File: config.mk
export PLATFORM = sky130hd
export DESIGN_NAME = div_error_accum
export DESIGN_NICKNAME = d
export VERILOG_FILES = /design/src/rtl/div_error_accum.sv
export SDC_FILE = /design/constraint.sdc
export NUM_CORES = 1
export LEC_CHECK = 0
export ABC_AREA = 1
export CORE_MARGIN = 1.5
export CORE_UTILIZATION = 40
export CTS_BUF_LIST = sky130_fd_sc_hd__clkbuf_8
export DETAILED_ROUTE_END_ITERATION = 10
export PLACE_DENSITY = 0.68
export REMOVE_ABC_BUFFERS = 1
export SYNTH_ARGS = -nofsm -noshare
export SYNTH_HDL_FRONTEND = slang
export SYNTH_SLANG_ARGS = --single-unit
File: constraint.sdc
create_clock -name clk -period 5.7 [get_ports clk]
set_input_delay 1.425 -clock clk [delete_from_list [all_inputs] [get_ports clk]]
set_output_delay 1.425 -clock clk [all_outputs]
set_load 0.005 [all_outputs]
File: src/rtl/div_error_accum.sv
// Accumulates error statistics between an approximate and an exact divider
// over a run of num_samples accepted samples (IDLE -> RUN -> DONE).
module div_error_accum (
    input  logic        clk,
    input  logic        rst,
    input  logic        start,
    input  logic [15:0] num_samples,
    input  logic        in_valid,
    input  logic [7:0]  q_apx,
    input  logic [7:0]  r_apx,
    input  logic [7:0]  q_ref,
    input  logic [7:0]  r_ref,
    output logic        in_ready,
    output logic        busy,
    output logic        done,
    output logic [23:0] sum_abs_err,
    output logic [7:0]  max_abs_err,
    output logic [15:0] q_mismatch,
    output logic [15:0] r_mismatch,
    output logic [15:0] sample_cnt
);

    typedef enum logic [1:0] {
        IDLE = 2'd0,
        RUN  = 2'd1,
        DONE = 2'd2
    } state_t;

    state_t      state_r;
    state_t      next_state_s;
    logic        start_ok_s;
    logic        accept_s;
    logic [15:0] cnt_inc_s;
    logic [7:0]  abs_err_s;

    logic [15:0] target_r;
    logic        in_ready_r;
    logic        busy_r;
    logic        done_r;
    logic [23:0] sum_r;
    logic [7:0]  max_r;
    logic [15:0] q_mis_r;
    logic [15:0] r_mis_r;
    logic [15:0] cnt_r;

    function automatic logic [7:0] abs_diff(input logic [7:0] a, input logic [7:0] b);
        logic [7:0] d;
        if (a >= b) begin
            d = a - b;
        end else begin
            d = b - a;
        end
        return d;
    endfunction

    // Next-state decode, start/sample acceptance and per-sample error magnitude
    always_comb begin
        next_state_s = state_r;
        start_ok_s   = 1'b0;
        accept_s     = 1'b0;
        cnt_inc_s    = cnt_r + 16'd1;
        abs_err_s    = abs_diff(q_apx, q_ref);
        case (state_r)
            IDLE, DONE: begin
                if (start) begin
                    start_ok_s   = 1'b1;
                    next_state_s = (num_samples != 16'd0) ? RUN : DONE;
                end else begin
                    next_state_s = state_r;
                end
            end
            RUN: begin
                // in_ready tracks RUN exactly, so acceptance needs only in_valid here
                if (in_valid) begin
                    accept_s = 1'b1;
                    if (cnt_inc_s == target_r) begin
                        next_state_s = DONE;
                    end else begin
                        next_state_s = RUN;
                    end
                end else begin
                    next_state_s = RUN;
                end
            end
            default: begin
                next_state_s = IDLE;
            end
        endcase
    end

    // State, status flags and statistics registers
    always_ff @(posedge clk) begin
        if (rst) begin
            state_r    <= IDLE;
            in_ready_r <= 1'b0;
            busy_r     <= 1'b0;
            done_r     <= 1'b0;
            target_r   <= 16'd0;
            sum_r      <= 24'd0;
            max_r      <= 8'd0;
            q_mis_r    <= 16'd0;
            r_mis_r    <= 16'd0;
            cnt_r      <= 16'd0;
        end else begin
            state_r    <= next_state_s;
            in_ready_r <= (next_state_s == RUN);
            busy_r     <= (next_state_s == RUN);
            done_r     <= (next_state_s == DONE);
            if (start_ok_s) begin
                target_r <= num_samples;
                sum_r    <= 24'd0;
                max_r    <= 8'd0;
                q_mis_r  <= 16'd0;
                r_mis_r  <= 16'd0;
                cnt_r    <= 16'd0;
            end else if (accept_s) begin
                sum_r <= sum_r + {16'd0, abs_err_s};
                if (abs_err_s > max_r) begin
                    max_r <= abs_err_s;
                end
                if (q_apx != q_ref) begin
                    q_mis_r <= q_mis_r + 16'd1;
                end
                if (r_apx != r_ref) begin
                    r_mis_r <= r_mis_r + 16'd1;
                end
                cnt_r <= cnt_inc_s;
            end
        end
    end

    assign in_ready    = in_ready_r;
    assign busy        = busy_r;
    assign done        = done_r;
    assign sum_abs_err = sum_r;
    assign max_abs_err = max_r;
    assign q_mismatch  = q_mis_r;
    assign r_mismatch  = r_mis_r;
    assign sample_cnt  = cnt_r;

endmodule

**Run 1: a small window of the routed layout**

Region (7, 72) to (57, 122) µm. Cells in grey, sequential cells in the stronger grey; small squares are vias.
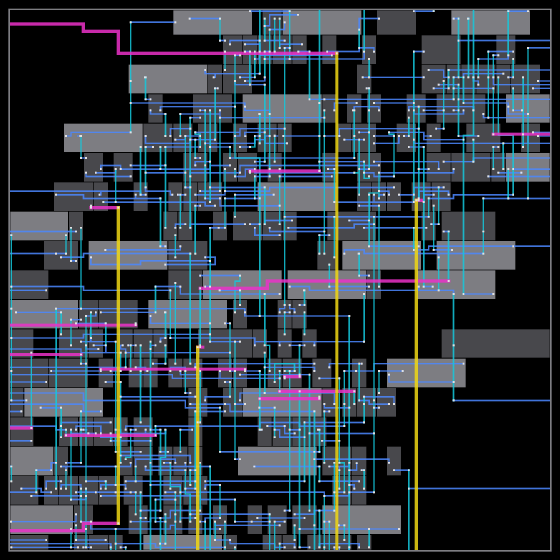
| colour | layer |
|---|---|
| magenta | M3 |
| blue | M1 |
| cyan | M2 |
| yellow | M4 |
sequential cells in the window: 26
cells with their middle in the window: 188
most frequent: nand2_1 (33), dfxtp_1 (26), inv_1 (25)
netlist names of flops here include: q_mismatch (13), sum_abs_err (13)

**Run 1: clock nets**

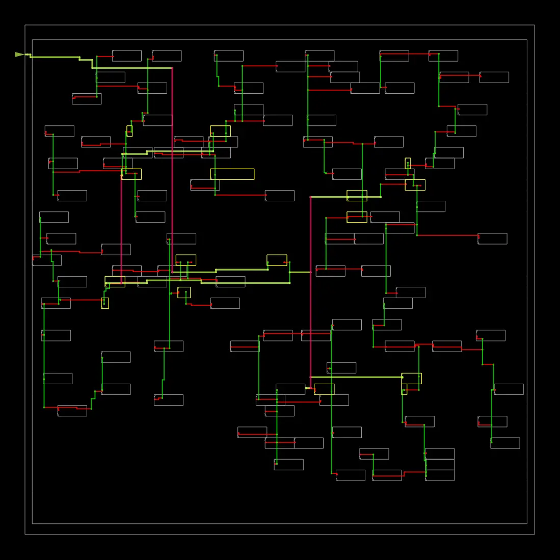
clk_buf instances: 10
clock sink count: 100
Fin Clk Skew: 11.5 ps

==> Slide: Implementation Results, run 1 <==
Run Summary

Clock tree
  • Hold-fix buffers at CTS: 0
  • Clk Tree Root Cell: clkbuf_8
  • CTS tree: done
  • # resized after CTS: 0
  • CTS buffer count: 9
  • Post-CTS setup buffers: 0
  • Latency at later pin: ~370 ps

Synth
  • Yosys stat chip area: 0.00633 mm²
  • Synth area leaders: dfxtp_1, nand2_1, inv_1
  • Area leader, netlist: dfxtp_1
  • Post-synth top area share: approximately a third
  • Syn Area/Cell: about 6.7 µm²
  • Synth warn: 0
  • Yosys stat cell total: 942
  • Distinct lib cells: between 40 and 50
  • Mapped cell area: 0.00633 mm²
  • Main flop type: dfxtp_1
  • Synth top cells by count: nand2_1, inv_1, dfxtp_1
  • FFs w/ async S/R, synth: 0%
  • Top cell type by instance count after synthesis: nand2_1
  • Syn Inst Count: 942

STA
  • Fmax: roughly 200 MHz
  • Setup Total Neg Slack: 0 ps
  • RSZ-0062 raised after global routing: no
  • Rel. slew slack: 35.6%
  • Final setup margin: ~700 ps
  • Period utilization: about 90%
  • Worst hold slack: between 400 and 500 ps

Routing
  • Vias/cell: between 4 and 5
  • Final ANT Viol Nets: 0
  • DRT Pass-1 Iters: 5
  • Via count: about 6300
  • DR iter-0 viols: about 370
  • Routed WL: between 15000 and 20000 µm

Die
  • Die Area: 0.0166 mm²
  • Die Y: about 130 µm
  • Initial Util: slightly above 40%
  • Core area: 0.0153 mm²
  • Die W: between 100 and 150 µm

Placement
  • Worst Setup Slack post-DPL: about 310 ps
  • PortBufs: roughly 130
  • Final GP Congestion: 0.910
  • Placed cells: ~1300

Pwr
  • Clock power share: 29.7%
  • Sequential Power Share: about 47%
  • Switch share: around 31%
  • Switching power: around 0.48 mW
  • Internal power: around 1.1 mW
  • Combinational cell fraction of total power: between 20% and 30%
  • Power after layout: 1.57 mW
  • PD cells: 195 mW/mm²
  • Max VDD drop: roughly 130 µV

Final layout
  • Area grow syn2layout: 27.3%
  • Final net count: 1157
  • Final instance area: a little over 0.008 mm²
  • Layout cells sized above 1: under 10%
  • Logic area: between 0.003 and 0.004 mm²
  • Largest register FFs: 24

Hold path
  • Hold EP: sum_abs_err[0]
  • Worst hold stages: 2
  • Hold crit path type: reg2reg

Run
  • Total of max-cap violations: 0
  • Tool Warnings: 32

Global routing
  • Number of global-route vias before repair: 5708
  • Global-route wire length before repair: 27000 µm
  • GRT Residual Overflow: 0

Critical path
  • Crit path capture: sum_abs_err[22]
  • Crit Path Class: in2reg
  • Critical path launch point: q_apx[0]
  • CP Data Required Time: roughly 6000 ps
  • Critical Path Sink Type: flip-flop
  • Crit path cell chain: clkdlybuf4s50_1 > inv_1 > ha_1 > inv_1 > fa_1 > inv_1 > o21ai_0 > nand2_1 > nand3_2 > o21ai_0 > inv_1 > fa_1 > inv_1 > nand3_1 > nand2_1 > nand4_1 > nand2_1 > nand2_1 > nor4_1 > nand2_1 > o21ai_0 > nor2_1
  • Critical path arrival: 5260 ps
  • Reg2reg start: state_r[0]
  • Critical Path Slowest Stage Cell: fa_1
  • Critical Path Fanout Max: 9
  • End of the worst register-to-register path: q_mismatch[11]
  • Reg2Reg Setup Slack: around 3000 ps

Run status
  • Status: completed
**Run 1: sequential cells grouped by signal name**

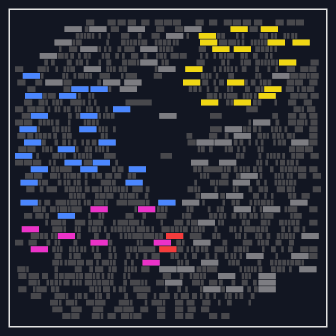
| colour | name in the netlist | placed flops |
|---|---|---|
| red | state_r | 2 |
| blue | sum_abs_err | 24 |
| yellow | r_mismatch | 16 |
| magenta | max_abs_err | 8 |
not coloured: 50
seq pwr: 0.742 mW
fin util: 52.6%
Seq/total area: 24.8%
Sequential Area: 0.00200 mm²

==> run 1: critical path: cells and delay by family <==
kind	cells	cell delay, ps
simple gates	10	1230
fa+ha+maj	3	1050
buf+inv	6	870
compound gates	3	680
==> run 1: final cells by class <==
type | count | area share [%]
multi-input cells | 652 | 44.8
flip-flops and latches | 100 | 24.8
repair buffers | 137 | 16.9
inverters | 168 | 7.82
well taps | 211 | 3.27
clock buffers | 10 | 1.71
clock inverters | 6 | 0.683
==> run 1: logic make-up (layout without fill, tap and decap cells) <==
family	Yosys count	count (layout)	share of synthesized area [%]
flip-flops	100	100	31.6
XOR/XNOR	32	32	4.64
buffers and inverters	190	321	11.5
AND-OR/OR-AND	198	198	17.0
adder cells (fa/ha/maj)	37	37	7.66
AND/OR/NAND/NOR	385	385	27.6
==> run 1: placed cells by master, fill, tap and decap left out, types with 4 or more instances in the layout <==
master and count:
nor2_2 5, o211ai_1 8, o21bai_1 7, o21ai_0 77
clkdlybuf4s50_1 134, clkbuf_8 10, nand2_1 169, ha_1 34
xor2_1 28, a21oi_1 89, nor3_1 21, nor4_1 11
nand2_2 6, dfxtp_1 100, o221ai_1 5, inv_1 165
nor3b_1 4, o21a_1 4, nand4_1 23, inv_2 5
nor2_1 79, nor2_4 6, nand3_1 52
==> run 1: power groups by stage <==
stage | combinational, mW | sequential, mW | clock (mW)
floorplan | 0.234 | 0.753 | 0
global placement | 0.359 | 0.758 | 0
detailed placement | 0.362 | 0.758 | 0
CTS | 0.364 | 0.742 | 0.479
global route | 0.419 | 0.745 | 0.507
finish | 0.364 | 0.742 | 0.466
==> run 1: per-layer routing <==
metal	share of wire [%]	up-vias	track usage, %
li1	-	3327	-
met2	44	154	33.0
met4	1.9	0	6.01
met5	0	-	0
met3	5.2	16	4.03
met1	49	2766	26.6
**Run 1: logic cells by family**

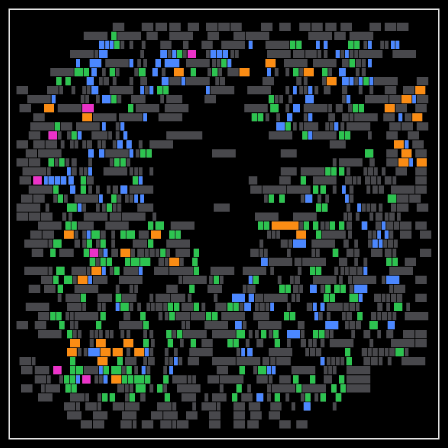

==> run 2, diff against run 1 <==
--- a/config.mk
+++ b/config.mk
@@ -7,10 +7,10 @@
 export LEC_CHECK = 0
 export ABC_AREA = 1
 export CORE_MARGIN = 1.5
-export CORE_UTILIZATION = 40
+export CORE_UTILIZATION = 25
 export CTS_BUF_LIST = sky130_fd_sc_hd__clkbuf_8
 export DETAILED_ROUTE_END_ITERATION = 10
-export PLACE_DENSITY = 0.68
+export PLACE_DENSITY = 0.48
 export REMOVE_ABC_BUFFERS = 1
 export SYNTH_ARGS = -nofsm -noshare
 export SYNTH_HDL_FRONTEND = slang
**Run 2: logic cells by family**

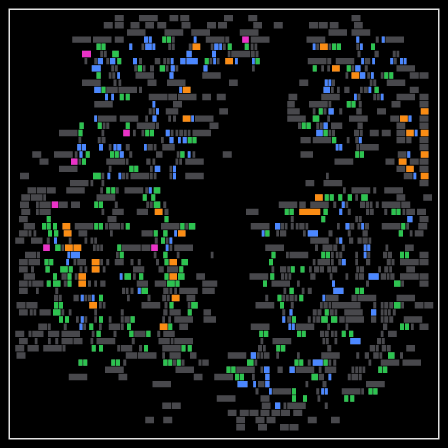
| colour | family | cells |
|---|---|---|
| orange | xor and xnor cells | 32 |
| green | aoi and oai cells | 191 |
| magenta | non-inverting ao/oa cells | 7 |
| blue | nor cells | 129 |

==> Slide: Implementation Results, run 2 <==
Run Summary

Run status
  • Status: completed

Critical path
  • Critical Path Sink Type: flip-flop
  • Reg2reg start: state_r[0]
  • Critical path arrival: 5240 ps (-20 ps)
  • Reg2Reg Setup Slack: 3120 ps (+80 ps)
  • Crit Path Class: in2reg
  • End of the worst register-to-register path: q_mismatch[15]
  • Critical path launch point: q_apx[0]

Clock tree
  • Latency at later pin: 390 ps (+20 ps)
  • Post-CTS setup buffers: 0 (unchanged)
  • Clock sink count: 100 (unchanged)

Final layout
  • Layout cells sized above 1: 4.38% (+0.28 points)
  • Sequential Area: 0.00200 mm² (unchanged)
  • Dominant logic cell type in the layout: nand2_1
  • Final instance area: 0.00824 mm² (+2.2%)
  • Largest register FFs: 24 (unchanged)
  • Logic area: 0.00361 mm² (about the same)
  • Top Layout Cells: nand2_1, inv_1, clkdlybuf4s50_1

Synth
  • Synth area leaders: dfxtp_1, nand2_1, inv_1
  • Syn Area/Cell: 6.72 µm² (unchanged)
  • Synth top cells by count: nand2_1, inv_1, dfxtp_1
  • Area leader, netlist: dfxtp_1
  • Syn Inst Count: 942 (unchanged)
  • FFs w/ async S/R, synth: 0% (unchanged)
  • Yosys stat chip area: 0.00633 mm² (unchanged)
  • Top cell type by instance count after synthesis: nand2_1
  • Yosys stat cell total: 942 (unchanged)
  • Synth warn: 0 (unchanged)

Global routing
  • GRT Residual Overflow: 0 (unchanged)
  • Number of global-route vias before repair: 5751 (+0.75%)
  • Global-route wire length before repair: 28600 µm (+6.2%)

Pwr
  • Combinational cell fraction of total power: 22.7% (-0.4 points)
  • Sequential Power Share: 45.7% (-1.5 points)
  • Clock power share: 31.6% (+1.9 points)
  • Switch share: 32.5% (+1.9 points)

Die
  • Die Y: 162 µm (+26%)
  • Die Area: 0.0263 mm² (+58%)
  • Initial Util: 25.3% (-16 points)

Routing
  • Final ANT Viol Nets: 0 (unchanged)
  • DR iter-0 viols: 260 (-30%)
  • Routed WL: 18000 µm (+10%)
  • Via count: 6249 (-0.22%)

Placement
  • PortBufs: 134 (unchanged)

STA
  • Setup Total Neg Slack: 0 ps (unchanged)
  • Fin Clk Skew: 16.8 ps (+5.29 ps)

Run
  • Tool Warnings: 32 (unchanged)

Hold path
  • Hold crit path type: reg2reg
-- run 2: cell counts after synthesis --
Identical to the previous run, type by type.
-- run 2: routing by layer --
metal / vias to the layer above / part of all wire (%) / GRT usage, %
li1: 3339 / - / -
met3: 25 / 4.7 / 2.55
met2: 122 / 46 / 23.6
met4: 0 / 1.8 / 4.92
met5: - / 0 / 0
met1: 2763 / 47 / 16.8
-- run 2: cells by family after synthesis --
logic type / share of synthesized area [%]
simple gates: 27.6
compound gates: 17.0
fa+ha+maj: 7.66
flops: 31.6
buf+inv: 11.5
xor+xnor: 4.64
-- run 2: per-stage QoR --
step	cells	setup slack, ps	hold WS [ps]
floorplan	920	1270	470
global placement	1388	418	483
detailed placement	1388	285	483
CTS	1404	724	499
global route	1404	314	530
finish	1404	749	496
-- run 2: worst max-delay path: stages --
cell and delay [ps]:
clkdlybuf4s50_1 420, inv_1 60, ha_1 180, inv_1 60
fa_1 410, inv_1 100, o21ai_0 130, nand2_1 100
nand3_2 170, o21ai_0 390, inv_1 140, fa_1 440
inv_1 70, nand3_1 60, nand2_1 130, nand4_1 100
nand2_1 120, nand2_1 60, nor4_1 340, nand2_1 120
o21ai_0 160, nor2_1 50
-- run 2: final cells by class --
class                      count  share of cell area (%)
sequential                   100                    24.3
clock inverter                 7                    1.14
inverter                     168                    7.65
timing repair buffer         138                    16.6
tap                          330                    5.01
multi-input combinational    652                    43.8
clock buffer                   9                    1.50
-- run 2: power by group through the flow --
stage / Clock [mW] / Combinational [mW] / Sequential [mW]
after floorplan: 0 / 0.234 / 0.753
after global placement: 0 / 0.372 / 0.758
after detailed placement: 0 / 0.373 / 0.758
after CTS: 0.543 / 0.374 / 0.742
after global routing: 0.558 / 0.419 / 0.746
final: 0.513 / 0.368 / 0.742
No activity file was given, so power comes from the tool's default toggle rates.
